**Run 1: zoomed window**

Window x 16 to 56, y 16 to 56 microns. Cells in grey, sequential cells in the stronger grey; small squares are vias.
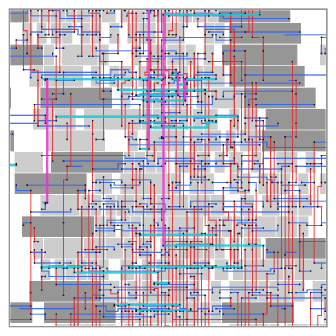
**Run 1: the clock network**

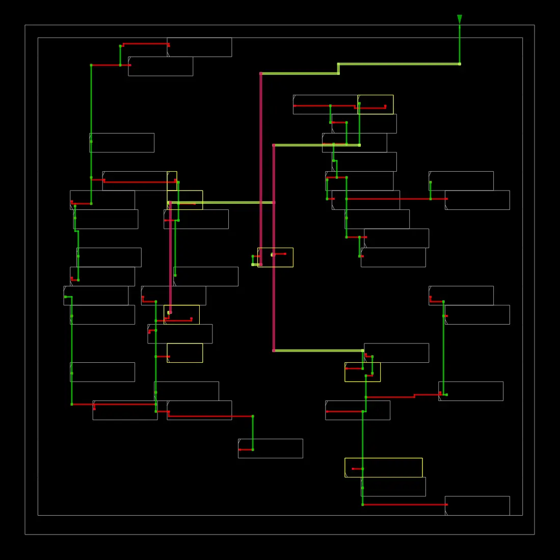
**Run 1: met3 routing**

Cells faint in the background.
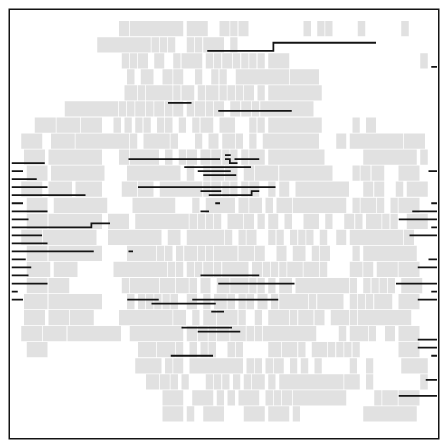
$ cat src/rtl/linebuf_reader_pkg.sv
// OCP encodings shared by the line buffer and its reader, plus the
// reader's state type.
package linebuf_reader_pkg;

    typedef enum logic [2:0] {
        OCP_CMD_IDLE = 3'b000,
        OCP_CMD_WR   = 3'b001,
        OCP_CMD_RD   = 3'b010
    } ocp_cmd_e;

    typedef enum logic [1:0] {
        OCP_RESP_NULL = 2'b00,
        OCP_RESP_DVA  = 2'b01,
        OCP_RESP_ERR  = 2'b11
    } ocp_resp_e;

    typedef enum logic [1:0] {
        ST_IDLE,
        ST_REQ,
        ST_WAIT,
        ST_PUSH
    } rd_state_e;

endpackage

$ cat src/rtl/linebuf_reader.sv
// Reads one line of pixels from an OCP line buffer, one read in flight,
// and streams them downstream over a valid/ready handshake.
//
// state   | meaning
// --------+-----------------------------------------------------------
// IDLE    | waiting for start
// REQ     | RD command on the bus, address held until accepted
// WAIT    | read accepted, waiting for DVA/ERR or timeout
// PUSH    | pixel presented downstream, waiting for pix_ready
module linebuf_reader
    import linebuf_reader_pkg::*;
#(
    parameter int ADDR_W  = 8,
    parameter int DATA_W  = 8,
    parameter int TMO_CYC = 255
) (
    input  logic              readClk,
    input  logic              readRst_n,
    input  logic              start,
    input  logic [ADDR_W:0]   line_len,
    output logic [2:0]        linebuf_MCmd,
    output logic [ADDR_W-1:0] linebuf_MAddr,
    output logic [DATA_W-1:0] linebuf_MData,
    input  logic              linebuf_SCmdAccept,
    input  logic [DATA_W-1:0] linebuf_SData,
    input  logic [1:0]        linebuf_SResp,
    output logic [DATA_W-1:0] pix_data,
    output logic              pix_valid,
    input  logic              pix_ready,
    output logic              pix_last,
    output logic              busy,
    output logic              done,
    output logic              err
);

    localparam int TMR_W = $clog2(TMO_CYC + 1);

    rd_state_e         state_q, state_d;
    logic [ADDR_W-1:0] addr_q, addr_d;
    logic [ADDR_W:0]   cnt_q, cnt_d;
    logic [TMR_W-1:0]  tmr_q, tmr_d;
    logic [DATA_W-1:0] pix_q, pix_d;
    logic              done_q, done_d;
    logic              err_q, err_d;

    always_ff @(posedge readClk or negedge readRst_n) begin
        if (!readRst_n) begin
            state_q <= ST_IDLE;
            addr_q  <= '0;
            cnt_q   <= '0;
            tmr_q   <= '0;
            pix_q   <= '0;
            done_q  <= 1'b0;
            err_q   <= 1'b0;
        end else begin
            state_q <= state_d;
            addr_q  <= addr_d;
            cnt_q   <= cnt_d;
            tmr_q   <= tmr_d;
            pix_q   <= pix_d;
            done_q  <= done_d;
            err_q   <= err_d;
        end
    end

    always_comb begin
        state_d = state_q;
        addr_d  = addr_q;
        cnt_d   = cnt_q;
        tmr_d   = tmr_q;
        pix_d   = pix_q;
        done_d  = 1'b0;
        err_d   = err_q;
        unique case (state_q)
            ST_IDLE: begin
                if (start) begin
                    err_d  = 1'b0;
                    addr_d = '0;
                    cnt_d  = line_len;
                    if (line_len == '0) begin
                        done_d = 1'b1;
                    end else begin
                        state_d = ST_REQ;
                    end
                end
            end
            ST_REQ: begin
                // Down-counter terminal count at zero gives TMO_CYC+1 WAIT
                // cycles, same as counting up from zero to TMO_CYC.
                if (linebuf_SCmdAccept) begin
                    state_d = ST_WAIT;
                    tmr_d   = TMR_W'(TMO_CYC);
                end
            end
            ST_WAIT: begin
                if (linebuf_SResp == OCP_RESP_DVA) begin
                    pix_d   = linebuf_SData;
                    state_d = ST_PUSH;
                end else if (linebuf_SResp == OCP_RESP_ERR || tmr_q == '0) begin
                    err_d   = 1'b1;
                    done_d  = 1'b1;
                    state_d = ST_IDLE;
                end else begin
                    tmr_d = tmr_q - 1'b1;
                end
            end
            ST_PUSH: begin
                if (pix_ready) begin
                    if (cnt_q == (ADDR_W+1)'(1)) begin
                        done_d  = 1'b1;
                        state_d = ST_IDLE;
                    end else begin
                        addr_d  = addr_q + 1'b1;
                        cnt_d   = cnt_q - 1'b1;
                        state_d = ST_REQ;
                    end
                end
            end
            default: state_d = ST_IDLE;
        endcase
    end

    assign linebuf_MCmd  = (state_q == ST_REQ) ? OCP_CMD_RD : OCP_CMD_IDLE;
    assign linebuf_MAddr = addr_q;
    assign linebuf_MData = '0;
    assign pix_data      = pix_q;
    assign pix_valid     = (state_q == ST_PUSH);
    assign pix_last      = (state_q == ST_PUSH) && (cnt_q == (ADDR_W+1)'(1));
    assign busy          = (state_q != ST_IDLE);
    assign done          = done_q;
    assign err           = err_q;

endmodule

$ cat config.mk
export PLATFORM = sky130hd
export DESIGN_NAME = linebuf_reader
export DESIGN_NICKNAME = d
export VERILOG_FILES = /design/src/rtl/linebuf_reader_pkg.sv /design/src/rtl/linebuf_reader.sv
export SDC_FILE = /design/constraint.sdc
export NUM_CORES = 1
export LEC_CHECK = 0
export ABC_AREA = 1
export CORE_MARGIN = 1.5
export CORE_UTILIZATION = 50
export CTS_CLUSTER_SIZE = 30
export DETAILED_ROUTE_END_ITERATION = 8
export HOLD_SLACK_MARGIN = 0.06
export PLACE_DENSITY = 0.91
export SETUP_SLACK_MARGIN = 0.02
export SLEW_MARGIN = 20
export SYNTH_ARGS = -nofsm -noshare
export SYNTH_HDL_FRONTEND = slang
export SYNTH_SLANG_ARGS = --single-unit
$ cat constraint.sdc
create_clock -name readClk -period 1.9 [get_ports readClk]
set_clock_uncertainty 0.1 [all_clocks]
set_input_delay 0.285 -clock readClk [delete_from_list [all_inputs] [get_ports readClk]]
set_output_delay 0.285 -clock readClk [all_outputs]
set_load 0.01 [all_outputs]
==> run_results.csv, run 1 <==
group,metric,value,unit
power_and_ir_drop,power,4.68,mW
route,viasPerCell,5.20,
floorplan,ios,56,
floorplan,core_area,0.00469,sq mm
power_and_ir_drop,vdd_drop_max,0.952,mV
critical_path,r2r_end,"tmr_q[4]$_DFFE_PN0P_",
placement,hpwl,4.07,mm
critical_path,r2r_cells,9,
logic_synthesis,synth_flop_count,37,
logic_synthesis,yosysWarnings,0,
floorplan,fp-utilization,0.515,
job,cap_violations,0,
power_and_ir_drop,p_sw_frac,0.432,
clocking,clockBufferDepth,2,
logic_synthesis,ys.flop_type,"dfrtp_1",
logic_synthesis,simple_gate_share,0.376,
final_timing,fin_tns_setup,0,ns
route,routed-via-count,2316,
final_timing,hold_viol_final,0,
logic_synthesis,synth_cells,331,
critical_path,crit_start,"state_q[1]$_DFFE_PN0P_",
route,wirelength,5.52,mm
floorplan,die_w,72.5,microns
global_route,grt_pass1_wl,9.65,mm
critical_path,r2r_slack,0.14,ns
route,wire_per_inst,12.4,microns
run_status,status,"complete, no violations",
logic_synthesis,ys_chip_area,0.00242,sq mm
## Picture notes: 'zoomed window'
legend:
  cyan:
    layer: metal 3
  red:
    layer: metal 2
  magenta:
    layer: metal 4
  blue:
    layer: metal 1
sequential cells in the window: 15
netlist names of flops here include: cnt_q (7), linebuf_MAddr (2), state_q (2)
most frequent: nand2_1 (61), nand3_1 (23), inv_1 (16)
cells with their middle in the window: 182

## Picture notes: 'the clock network'
clock sinks: 37
Power Clock: 0.697 mW
clkbuf count: 7
flop count: 37

## Picture notes: 'met3 routing'
share of all routed wire: 6.2%
nets with wire on the layer: 53

run 1: routing by layer:
metal  routed length [microns]  GRT usage  vias up
met5                         0          0        -
met4                        77     0.0860        0
met3                       344     0.0569       12
met2                      2750      0.417       78
met1                      2350      0.272     1078
li1                          -          -     1148
run 1: cell usage after synthesis (3+ instances only):
master   number  area [sq um]
nand2_1     112           420
nand3_1      38           190
dfrtp_1      37           926
inv_1        32           120
nor2_1       27           101
buf_4        12          90.1
mux2_2        8          90.1
o21ai_0       8          40.0
nand4_1       7          43.8
o21ai_1       6          30.0
ha_1          5          62.6
or2_2         5          31.3
nor2_2        4          25.0
buf_2         3          15.0
inv_2         3          11.3
xor2_1        3          26.3
run 1: stage by stage:
step                      std cells  instance area, sq um  utilization
after global placement          434                  2930        0.625
final                           445                  3090        0.658
after CTS                       445                  3080        0.656
after floorplan                 340                  2450            -
after detailed placement        434                  2930        0.625
after global routing            445                  3090        0.658
run 1: flip-flops by register name, indices dropped and copies added (netlist names):
register	cells
cnt_q	9
linebuf_MAddr	8
err	1
state_q	2
done	1
pix_data	8
tmr_q	8
run 1: critical path, cell delays in order (launching register included):
cell             delay (ns)
dfrtp_2                0.47
nor2_4                 0.12
inv_1                  0.08
clkdlybuf4s50_1        0.48
run 1: power groups by stage:
stage          Sequential, mW  Clock [mW]  Combinational [mW]
2_1_floorplan            1.38           0                1.75
3_3_place_gp             1.39           0                2.40
3_5_place_dp             1.40           0                2.48
4_1_cts                  1.39       0.711                2.56
5_1_grt                  1.45       0.741                2.91
6_report                 1.41       0.697                2.57
run 1: area by class of cell:
type	count	area, sq um
clock buffers	7	86.3
clock inverters	1	30.0
fillers	379	1610
inverters	36	138
multi-input cells	250	1270
flip-flops and latches	37	928
well taps	54	67.6
repair buffers	60	563
run 1: what timing repair did:
| action | in CTS | in global routing |
|---|---|---|
| gates resized | 7 | 5 |
| pin swaps | 0 | 1 |
| buffers inserted | 3 | 0 |
| endpoints found under the setup margin | 4 | 4 |
run 1: kinds of logic (layout without fill, tap and decap cells):
| group | count (synthesis) | count (layout) |
|---|---|---|
| flops | 37 | 37 |
| simple gates | 201 | 201 |
| buf+inv | 53 | 104 |
| compound gates | 22 | 22 |
| fa+ha+maj | 5 | 5 |
| mux | 8 | 8 |
| other cells | 1 | 10 |
| xor+xnor | 4 | 4 |
run 1: layout by cell type (no fill, tap or decap), types with 2 or more instances in the layout:
master / instances
o21ai_2: 2
o21ai_1: 6
o21bai_1: 2
xor2_1: 3
conb_1: 10
nand3b_1: 2
dfrtp_2: 2
nor2_8: 2
dlymetal6s2s_1: 2
o21ai_0: 8
nand2_2: 2
nor2_1: 24
nand2_1: 112
nor2_2: 6
clkdlybuf4s50_1: 42
nand4_1: 7
inv_2: 3
dfrtp_1: 35
or2_2: 5
clkbuf_8: 6
mux2_2: 8
nand3_1: 38
inv_1: 32
o22ai_1: 2
buf_4: 15
ha_1: 5
==> run 2: changes to the inputs <==
==> constraint.sdc (replaced) <==
create_clock -name readClk -period 1.99 [get_ports readClk]
set_clock_uncertainty 0.1 [all_clocks]
set_input_delay 0.2985 -clock readClk [delete_from_list [all_inputs] [get_ports readClk]]
set_output_delay 0.2985 -clock readClk [all_outputs]
set_load 0.01 [all_outputs]
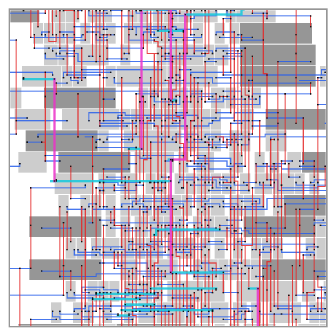
**Above:** run 2 (zoomed window).
Window x 16 to 56, y 16 to 56 microns. Cells in grey, sequential cells in the stronger grey; small squares are vias.
legend:
  blue:
    layer: metal 1
  red:
    layer: metal 2
  magenta:
    layer: metal 4
  cyan:
    layer: metal 3
cells with their middle in the window: 184
sequential cells in the window: 12
most frequent: nand2_1 (67), nand3_1 (23), inv_1 (18)
netlist names of flops here include: cnt_q (5), linebuf_MAddr (2), state_q (2)

==> run 2 against run 1 <==
Compared with the run above:
- critical path depth unchanged
- synthesized cell count did not move
- flip-flop count unchanged
- hold slack better by 0.025 ns
- die area did not move
- clock power fell by 4.7%
- total power shrank 6.1%
- register-to-register slack better by 0.15 ns
- critical path type unchanged
- setup slack gained 0.012 ns
- final area is 1.6% lower
- core utilization fell by 1.1 points
==> run_results.csv, run 2 <==
group,metric,value,unit
run_status,status,"complete, no violations",
floorplan,core_area,0.00469,sq mm
floorplan,ios,56,
power_and_ir_drop,p_sw_frac,0.437,
critical_path,r2r_end,"cnt_q[2]$_DFFE_PN0P_",
clocking,clockBufferDepth,2,
floorplan,die_w,72.5,microns
route,wire_per_inst,12.6,microns
placement,place_area,0.00291,sq mm
route,routed-via-count,2271,
final_timing,hold_viol_final,0,
power_and_ir_drop,vdd_drop_max,0.780,mV
clocking,clock_sinks,37,
placement,dp.cells,431,
critical_path,r2r_slack,0.29,ns
final_layout,largest_register_ffs,9,
critical_path,slowest_stage,"clkdlybuf4s50_1",
logic_synthesis,yosysWarnings,0,
final_layout,fin_area,0.00304,sq mm
final_timing,fin_tns_setup,0,ns
final_layout,final_cell_mix,"nand2_1 (112), clkdlybuf4s50_1 (43), nand3_1 (38), dfrtp_1 (35), inv_1 (32)",
logic_synthesis,top_cell,"nand2_1",
route,wirelength,5.54,mm
critical_path,crit_start,"state_q[1]$_DFFE_PN0P_",
job,cap_violations,0,
logic_synthesis,area_leaders,"dfrtp_1 (38%), nand2_1 (17%), nand3_1 (7.9%)",
logic_synthesis,yosysTopAreaCellShare,0.383,
logic_synthesis,top_cells_by_count,"nand2_1 (112), nand3_1 (38), dfrtp_1 (37)",
global_route,grt_pass1_wl,9.39,mm
route,viasPerCell,5.17,
logic_synthesis,ys.flop_type,"dfrtp_1",
logic_synthesis,synth_cells,331,
final_layout,instances_no_fill,439,
final_layout,top_register,"cnt_q",
logic_synthesis,ys_chip_area,0.00242,sq mm
logic_synthesis,synth_flop_count,37,
==> run 2: cell counts after synthesis <==
No cell type changed its count.
==> run 2: routing by layer <==
layer  up-vias  track usage  part of all wire
met5         -            0                 0
met4         0        0.113             0.020
met3        14       0.0542             0.053
met2        80        0.384              0.50
met1      1042        0.268              0.43
li1       1135            -                 -
==> run 2: what timing repair did <==
action                                  CTS  global route
setup buffers                             0             0
gates resized                             4             5
endpoints found under the setup margin    4             3
==> run 2: worst min path at each step <==
stage | end | slack (ns) | cells after the start
2_1_floorplan | cnt_q[0]$_DFFE_PN0P_ | -0.1 | 0
3_3_place_gp | err$_DFFE_PN0P_ | 0.38 | 2
3_5_place_dp | err$_DFFE_PN0P_ | 0.38 | 2
4_1_cts | cnt_q[0]$_DFFE_PN0P_ | 0.35 | 2
5_1_grt | cnt_q[0]$_DFFE_PN0P_ | 0.39 | 2
6_report | linebuf_MAddr[2]$_DFFE_PN0P_ | 0.34 | 2
==> run 2: worst max-delay path, delay by kind of cell, from the launching register on <==
| kind | cells | cell delay, ns |
|---|---|---|
| simple gates | 1 | 0.13 |
| flops | 1 | 0.50 |
| buf+inv | 2 | 0.60 |
==> run 2: layout make-up <==
| class | instances | area (sq um) | share of cell area |
|---|---|---|---|
| clock inverter | 1 | 30.0 | 0.00989 |
| tap | 54 | 67.6 | 0.0223 |
| sequential | 37 | 928 | 0.306 |
| multi-input combinational | 250 | 1270 | 0.418 |
| clock buffer | 7 | 86.3 | 0.0284 |
| timing repair buffer | 54 | 515 | 0.170 |
| inverter | 36 | 138 | 0.0453 |
==> run 2: kinds of logic after synthesis <==
logic type | Yosys count | share of synthesized area
muxes | 8 | 0.0373
DFF | 37 | 0.383
other | 1 | 0.00155
buffers and inverters | 53 | 0.110
and+or+nand+nor | 201 | 0.376
AOI/OAI and AO/OA | 22 | 0.0523
adders and majority gates | 5 | 0.0259
xor gates and xnor gates | 4 | 0.0145
==> run 2: power groups by stage <==
stage               Combinational, mW  Clock [mW]  Sequential [mW]
floorplan                        1.67           0             1.32
global placement                 2.25           0             1.34
detailed placement               2.33           0             1.35
CTS                              2.35       0.678             1.35
global route                     2.66       0.709             1.40
finish                           2.37       0.664             1.36
No activity file was given, so power comes from the tool's default toggle rates.
